==> images/density.png <==
The die is cut into 13 by 13 equal tiles; black is low, pale yellow is high, 0 to 100% covered.
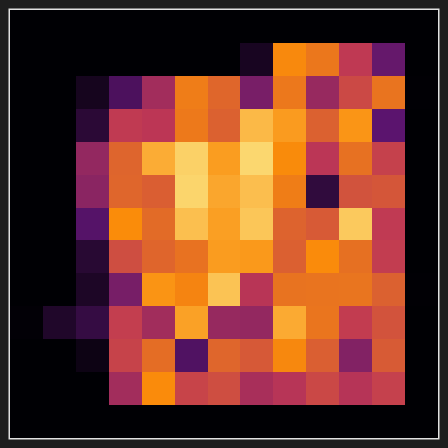
==> images/registers.png <==
Scale bar: 50 um. Other sequential cells in the stronger grey, the rest of the logic in the fainter grey.
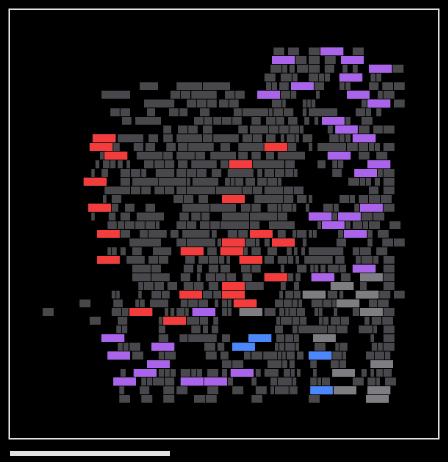
==> images/metal_stack.png <==
Scale bar: 50 um. Two of the layers only.
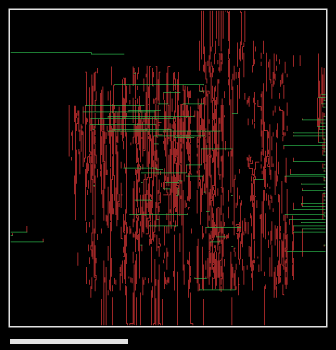
==> images/cell_classes.png <==
Scale bar: 50 um. Fill, decap, tap and diode cells in grey.
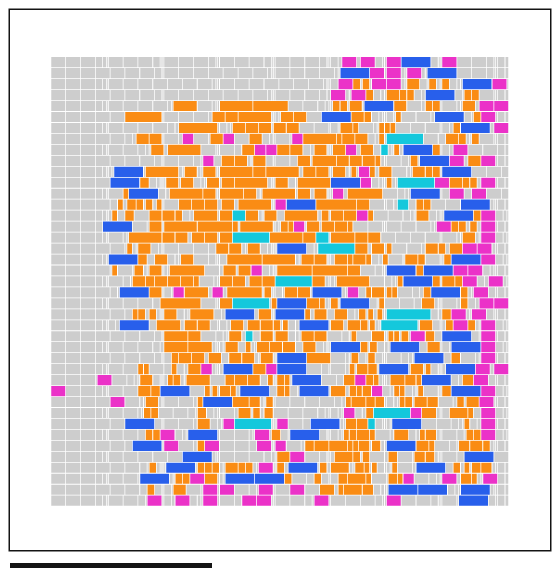
==> images/final_congestion.png <==
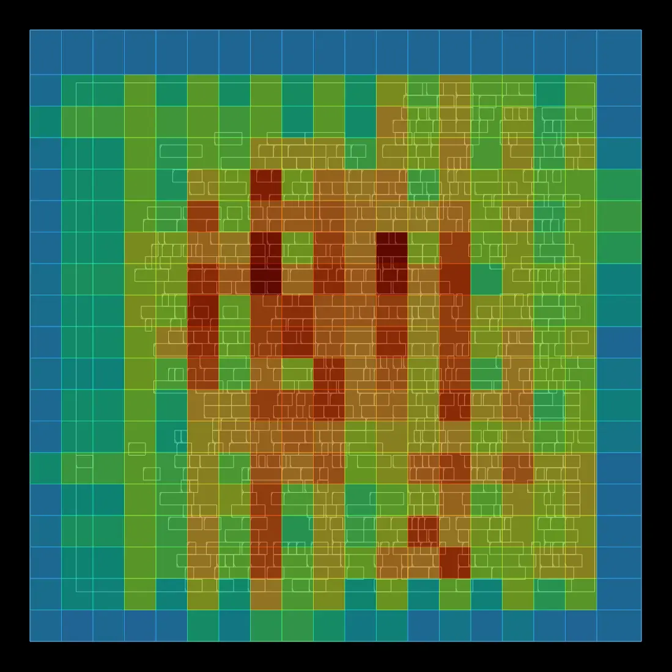
$ cat src/rtl/pipe_block_descrambler_if.sv
// PIPE RX beat bus into the descrambler and the registered descrambled beat out of it.
interface pipe_block_descrambler_if #(
  parameter int DATA_WIDTH = 32
);
  logic                  rx_valid;
  logic                  rx_start_block;
  logic [1:0]            rx_sync_header;
  logic [DATA_WIDTH-1:0] rx_data;

  logic                  out_valid;
  logic                  out_start_block;
  logic [1:0]            out_sync_header;
  logic [DATA_WIDTH-1:0] out_data;
  logic [1:0]            out_os_type;
  logic                  out_sync_err;

  modport master (
    output rx_valid, rx_start_block, rx_sync_header, rx_data,
    input  out_valid, out_start_block, out_sync_header, out_data, out_os_type, out_sync_err
  );

  modport slave (
    input  rx_valid, rx_start_block, rx_sync_header, rx_data,
    output out_valid, out_start_block, out_sync_header, out_data, out_os_type, out_sync_err
  );
endinterface

$ cat src/rtl/pipe_block_descrambler.sv
// Gen3 128b/130b one-lane RX descrambler: block tracking, SKP freeze, EIEOS reseed.
// Exactly one clock from rx_* to out_*; no backpressure, every valid beat is consumed.
module pipe_block_descrambler #(
  parameter int          DATA_WIDTH = 32,
  parameter logic [22:0] LANE_SEED  = 23'h1DBFBC
) (
  input  logic clk,
  input  logic reset,
  input  logic bypass,
  input  logic lfsr_reset_req,
  pipe_block_descrambler_if.slave bus
);
  localparam int          BYTES     = DATA_WIDTH / 8;
  localparam logic [22:0] TAPS      = 23'h210125;
  localparam logic [4:0]  BLK_BYTES = 5'd16;

  typedef enum logic [2:0] {BT_DATA, BT_SKP, BT_EIEOS, BT_OS, BT_BAD} blk_t;

  logic [22:0]           lfsr_q, lfsr_d, lfsr_adv;
  logic [3:0]            cnt_q, cnt_d;
  blk_t                  typ_q, typ_d, cur_typ;
  logic [1:0]            hdr_q, hdr_d, cur_hdr;
  logic                  need_start_q, need_start_d;
  logic [DATA_WIDTH-1:0] ks, dsc_data;
  logic                  misplaced, missing, hdr_bad;
  logic [3:0]            pos;
  logic [4:0]            end_pos;
  logic [1:0]            cur_os;

  logic                  out_valid_q, out_start_q, out_err_q;
  logic [1:0]            out_hdr_q, out_os_q;
  logic [DATA_WIDTH-1:0] out_data_q;

  // Bit i of byte k is the LFSR MSB after k*8+i Galois steps; lfsr_adv is the state after the beat.
  always_comb begin
    lfsr_adv = lfsr_q;
    ks       = '0;
    for (int n = 0; n < DATA_WIDTH; n++) begin
      ks[n]    = lfsr_adv[22];
      lfsr_adv = {lfsr_adv[21:0], 1'b0} ^ (lfsr_adv[22] ? TAPS : 23'h0);
    end
  end

  always_comb begin
    misplaced = bus.rx_start_block && (cnt_q != 4'd0) && !need_start_q;
    missing   = !bus.rx_start_block && ((cnt_q == 4'd0) || need_start_q);
    hdr_bad   = bus.rx_start_block &&
                ((bus.rx_sync_header == 2'b00) || (bus.rx_sync_header == 2'b11));
    pos       = bus.rx_start_block ? 4'd0 : cnt_q;
    end_pos   = {1'b0, pos} + 5'(BYTES);
    cur_hdr   = bus.rx_start_block ? bus.rx_sync_header : hdr_q;

    cur_typ = typ_q;
    if (bus.rx_start_block) begin
      if (hdr_bad)                           cur_typ = BT_BAD;
      else if (bus.rx_sync_header == 2'b10)  cur_typ = BT_DATA;
      else if (bus.rx_data[7:0] == 8'hAA)    cur_typ = BT_SKP;
      else if (bus.rx_data[7:0] == 8'h00)    cur_typ = BT_EIEOS;
      else                                   cur_typ = BT_OS;
    end

    case (cur_typ)
      BT_DATA:  cur_os = 2'd0;
      BT_SKP:   cur_os = 2'd1;
      BT_EIEOS: cur_os = 2'd2;
      default:  cur_os = 2'd3;
    endcase

    // Ordered-set byte 0 (the type byte) is sent in the clear.
    dsc_data = bus.rx_data;
    for (int k = 0; k < BYTES; k++) begin
      if ((cur_typ == BT_DATA) || ((cur_typ == BT_OS) && ((pos + 4'(k)) != 4'd0))) begin
        dsc_data[k*8 +: 8] = bus.rx_data[k*8 +: 8] ^ ks[k*8 +: 8];
      end
    end
  end

  always_comb begin
    lfsr_d       = lfsr_q;
    cnt_d        = cnt_q;
    typ_d        = typ_q;
    hdr_d        = hdr_q;
    need_start_d = need_start_q;
    if (bypass) begin
      need_start_d = 1'b1;
    end else if (bus.rx_valid) begin
      cnt_d        = end_pos[3:0];
      typ_d        = cur_typ;
      hdr_d        = cur_hdr;
      need_start_d = 1'b0;
      if ((cur_typ == BT_EIEOS) && (end_pos == BLK_BYTES)) lfsr_d = LANE_SEED;
      else if (cur_typ != BT_SKP)                          lfsr_d = lfsr_adv;
    end
    if (lfsr_reset_req) lfsr_d = LANE_SEED;
  end

  always_ff @(posedge clk) begin
    if (!reset) begin
      lfsr_q       <= LANE_SEED;
      cnt_q        <= 4'd0;
      typ_q        <= BT_DATA;
      hdr_q        <= 2'b00;
      need_start_q <= 1'b0;
      out_valid_q  <= 1'b0;
      out_start_q  <= 1'b0;
      out_hdr_q    <= 2'b00;
      out_data_q   <= '0;
      out_os_q     <= 2'd0;
      out_err_q    <= 1'b0;
    end else begin
      lfsr_q       <= lfsr_d;
      cnt_q        <= cnt_d;
      typ_q        <= typ_d;
      hdr_q        <= hdr_d;
      need_start_q <= need_start_d;
      out_valid_q  <= bus.rx_valid;
      if (bypass) begin
        out_start_q <= bus.rx_valid & bus.rx_start_block;
        out_hdr_q   <= bus.rx_sync_header;
        out_data_q  <= bus.rx_data;
        out_os_q    <= 2'd0;
        out_err_q   <= 1'b0;
      end else if (bus.rx_valid) begin
        out_start_q <= bus.rx_start_block;
        out_hdr_q   <= cur_hdr;
        out_data_q  <= dsc_data;
        out_os_q    <= cur_os;
        out_err_q   <= misplaced | missing | hdr_bad;
      end else begin
        out_start_q <= 1'b0;
        out_err_q   <= 1'b0;
      end
    end
  end

  assign bus.out_valid       = out_valid_q;
  assign bus.out_start_block = out_start_q;
  assign bus.out_sync_header = out_hdr_q;
  assign bus.out_data        = out_data_q;
  assign bus.out_os_type     = out_os_q;
  assign bus.out_sync_err    = out_err_q;
endmodule

$ cat src/flat_wrapper.sv
// flat-port wrapper written by rule: the top's interface ports become plain ports
module pipe_block_descrambler_flat 
#(
  parameter int          DATA_WIDTH = 32,
  parameter logic [22:0] LANE_SEED  = 23'h1DBFBC
)
  (clk, reset, bypass, lfsr_reset_req, bus_rx_valid, bus_rx_start_block, bus_rx_sync_header, bus_rx_data, bus_out_valid, bus_out_start_block, bus_out_sync_header, bus_out_data, bus_out_os_type, bus_out_sync_err);
  pipe_block_descrambler_if #(.DATA_WIDTH(DATA_WIDTH)) bus_i ();
  input  logic clk;
  input  logic reset;
  input  logic bypass;
  input  logic lfsr_reset_req;
  input wire logic [$bits(bus_i.rx_valid)-1:0] bus_rx_valid;
  input wire logic [$bits(bus_i.rx_start_block)-1:0] bus_rx_start_block;
  input wire logic [$bits(bus_i.rx_sync_header)-1:0] bus_rx_sync_header;
  input wire logic [$bits(bus_i.rx_data)-1:0] bus_rx_data;
  output wire logic [$bits(bus_i.out_valid)-1:0] bus_out_valid;
  output wire logic [$bits(bus_i.out_start_block)-1:0] bus_out_start_block;
  output wire logic [$bits(bus_i.out_sync_header)-1:0] bus_out_sync_header;
  output wire logic [$bits(bus_i.out_data)-1:0] bus_out_data;
  output wire logic [$bits(bus_i.out_os_type)-1:0] bus_out_os_type;
  output wire logic [$bits(bus_i.out_sync_err)-1:0] bus_out_sync_err;
  assign bus_i.rx_valid = bus_rx_valid;
  assign bus_i.rx_start_block = bus_rx_start_block;
  assign bus_i.rx_sync_header = bus_rx_sync_header;
  assign bus_i.rx_data = bus_rx_data;
  assign bus_out_valid = bus_i.out_valid;
  assign bus_out_start_block = bus_i.out_start_block;
  assign bus_out_sync_header = bus_i.out_sync_header;
  assign bus_out_data = bus_i.out_data;
  assign bus_out_os_type = bus_i.out_os_type;
  assign bus_out_sync_err = bus_i.out_sync_err;
  pipe_block_descrambler #(.DATA_WIDTH(DATA_WIDTH), .LANE_SEED(LANE_SEED)) u_core (.clk(clk), .reset(reset), .bypass(bypass), .lfsr_reset_req(lfsr_reset_req), .bus(bus_i));
endmodule
$ cat config.mk
export PLATFORM = sky130hd
export DESIGN_NAME = pipe_block_descrambler_flat
export DESIGN_NICKNAME = d
export VERILOG_FILES = /design/src/rtl/pipe_block_descrambler_if.sv /design/src/rtl/pipe_block_descrambler.sv /design/src/flat_wrapper.sv
export SDC_FILE = /design/constraint.sdc
export NUM_CORES = 1
export LEC_CHECK = 0
export CORE_MARGIN = 10
export CORE_UTILIZATION = 40
export DETAILED_ROUTE_END_ITERATION = 6
export GPL_ROUTABILITY_DRIVEN = 0
export PLACE_DENSITY_LB_ADDON = 0.25
export SYNTH_ARGS = -nofsm -noshare
export SYNTH_HDL_FRONTEND = slang
export SYNTH_SLANG_ARGS = --single-unit
$ cat constraint.sdc
create_clock -name clk -period 4.2 [get_ports clk]
set_input_delay 0.84 -clock clk [delete_from_list [all_inputs] [get_ports clk]]
set_output_delay 0.84 -clock clk [all_outputs]
set_load 0.05 [all_outputs]
==> qor.csv <==
metric,value,unit
status,"finished, final reports clean",
r2r_slack,0.20,ns
r2r_start,u_core.lfsr_q[21],
critPathBufInv,1,
reg2reg_to,u_core.lfsr_q[17],
fin_crit,4.00,ns
startpoint,u_core.lfsr_q[21],
max_clock_freq,250,MHz
grt_max_degree,52,
hold_end,u_core.hdr_q[0],
buffers_excl_clock,105,
worstMarginPinSlew,0.735,ns
crit_fanout,8,
maxSlewViolCount,0,
grt_pass1_wl,22800,um
ys.flops,72,
cts_sinks,72,
drtIter0Drc,204,
drtPass1Iterations,4,
num-nets-final,678,
synth_warnings,0,
antenna_cells,0,
synth_cell_types,49,
syn_to_final_growth,26.3,%
htree_levels,3,
die_x,134,um
die_height,134,um
warning_count,29,
design.seq.count,72,
finalSetupViolCount,0,
place_area,6270,sq um
ys_top_logic_family,XOR/XNOR gates,
crit_arrival,4.22,ns
placedCellCount,793,
cp.depth,10,
cts_buffers,9,
fin_ws,0.197,ns
yosys.area.top_type,dfxtp_1,
via_per_inst,5.03,
slowest_stage,xnor3_1,
yosys-stat-cells,546,
min_path_type,reg -> reg,
syn-instance-count,546,
cts_tree,yes,
slew_headroom,50.6,%
mux_share,0.794,%
Back to the opening pictures, density.png:
fullest tile: 91%
densest ninth of the die: centre
mean over tiles: 35%
Util after Layout: 51.8%
Starting Density: 41.0%
core area: 12,700 sq um

Back to the opening pictures, registers.png:
| signal | colour | placed flops |
|---|---|---|
| u_core.cnt_q | blue | 4 |
| u_core.lfsr_q | red | 23 |
| u_core.bus.out_data | purple | 32 |
sequential standard cell area: 1440 sq um
sequential cell area share: 22.0%

Back to the opening pictures, metal_stack.png:
| layer | colour | wire length |
|---|---|---|
| met2 | red | 6,980 um |
| met3 | green | 845 um |
final WL: 14,600 um
GRT Util Overall: 16.0%
Routed WL per cell: 18.1 um
via count: 4,070

Back to the opening pictures, cell_classes.png:
| class | colour | cells |
|---|---|---|
| flip-flops | blue | 72 |
| clock drivers and dummy loads | cyan | 16 |
| other buffers and delay cells | magenta | 105 |
| all other logic | orange | 444 |
row cnt: 41
fin area: 6560 sq um

Back to the opening pictures, final_congestion.png:
met3 usage in global routing: 2.84%
global routing usage on met1: 20.0%
met2 Usage GRT: 26.6%
GR peak layer: met2

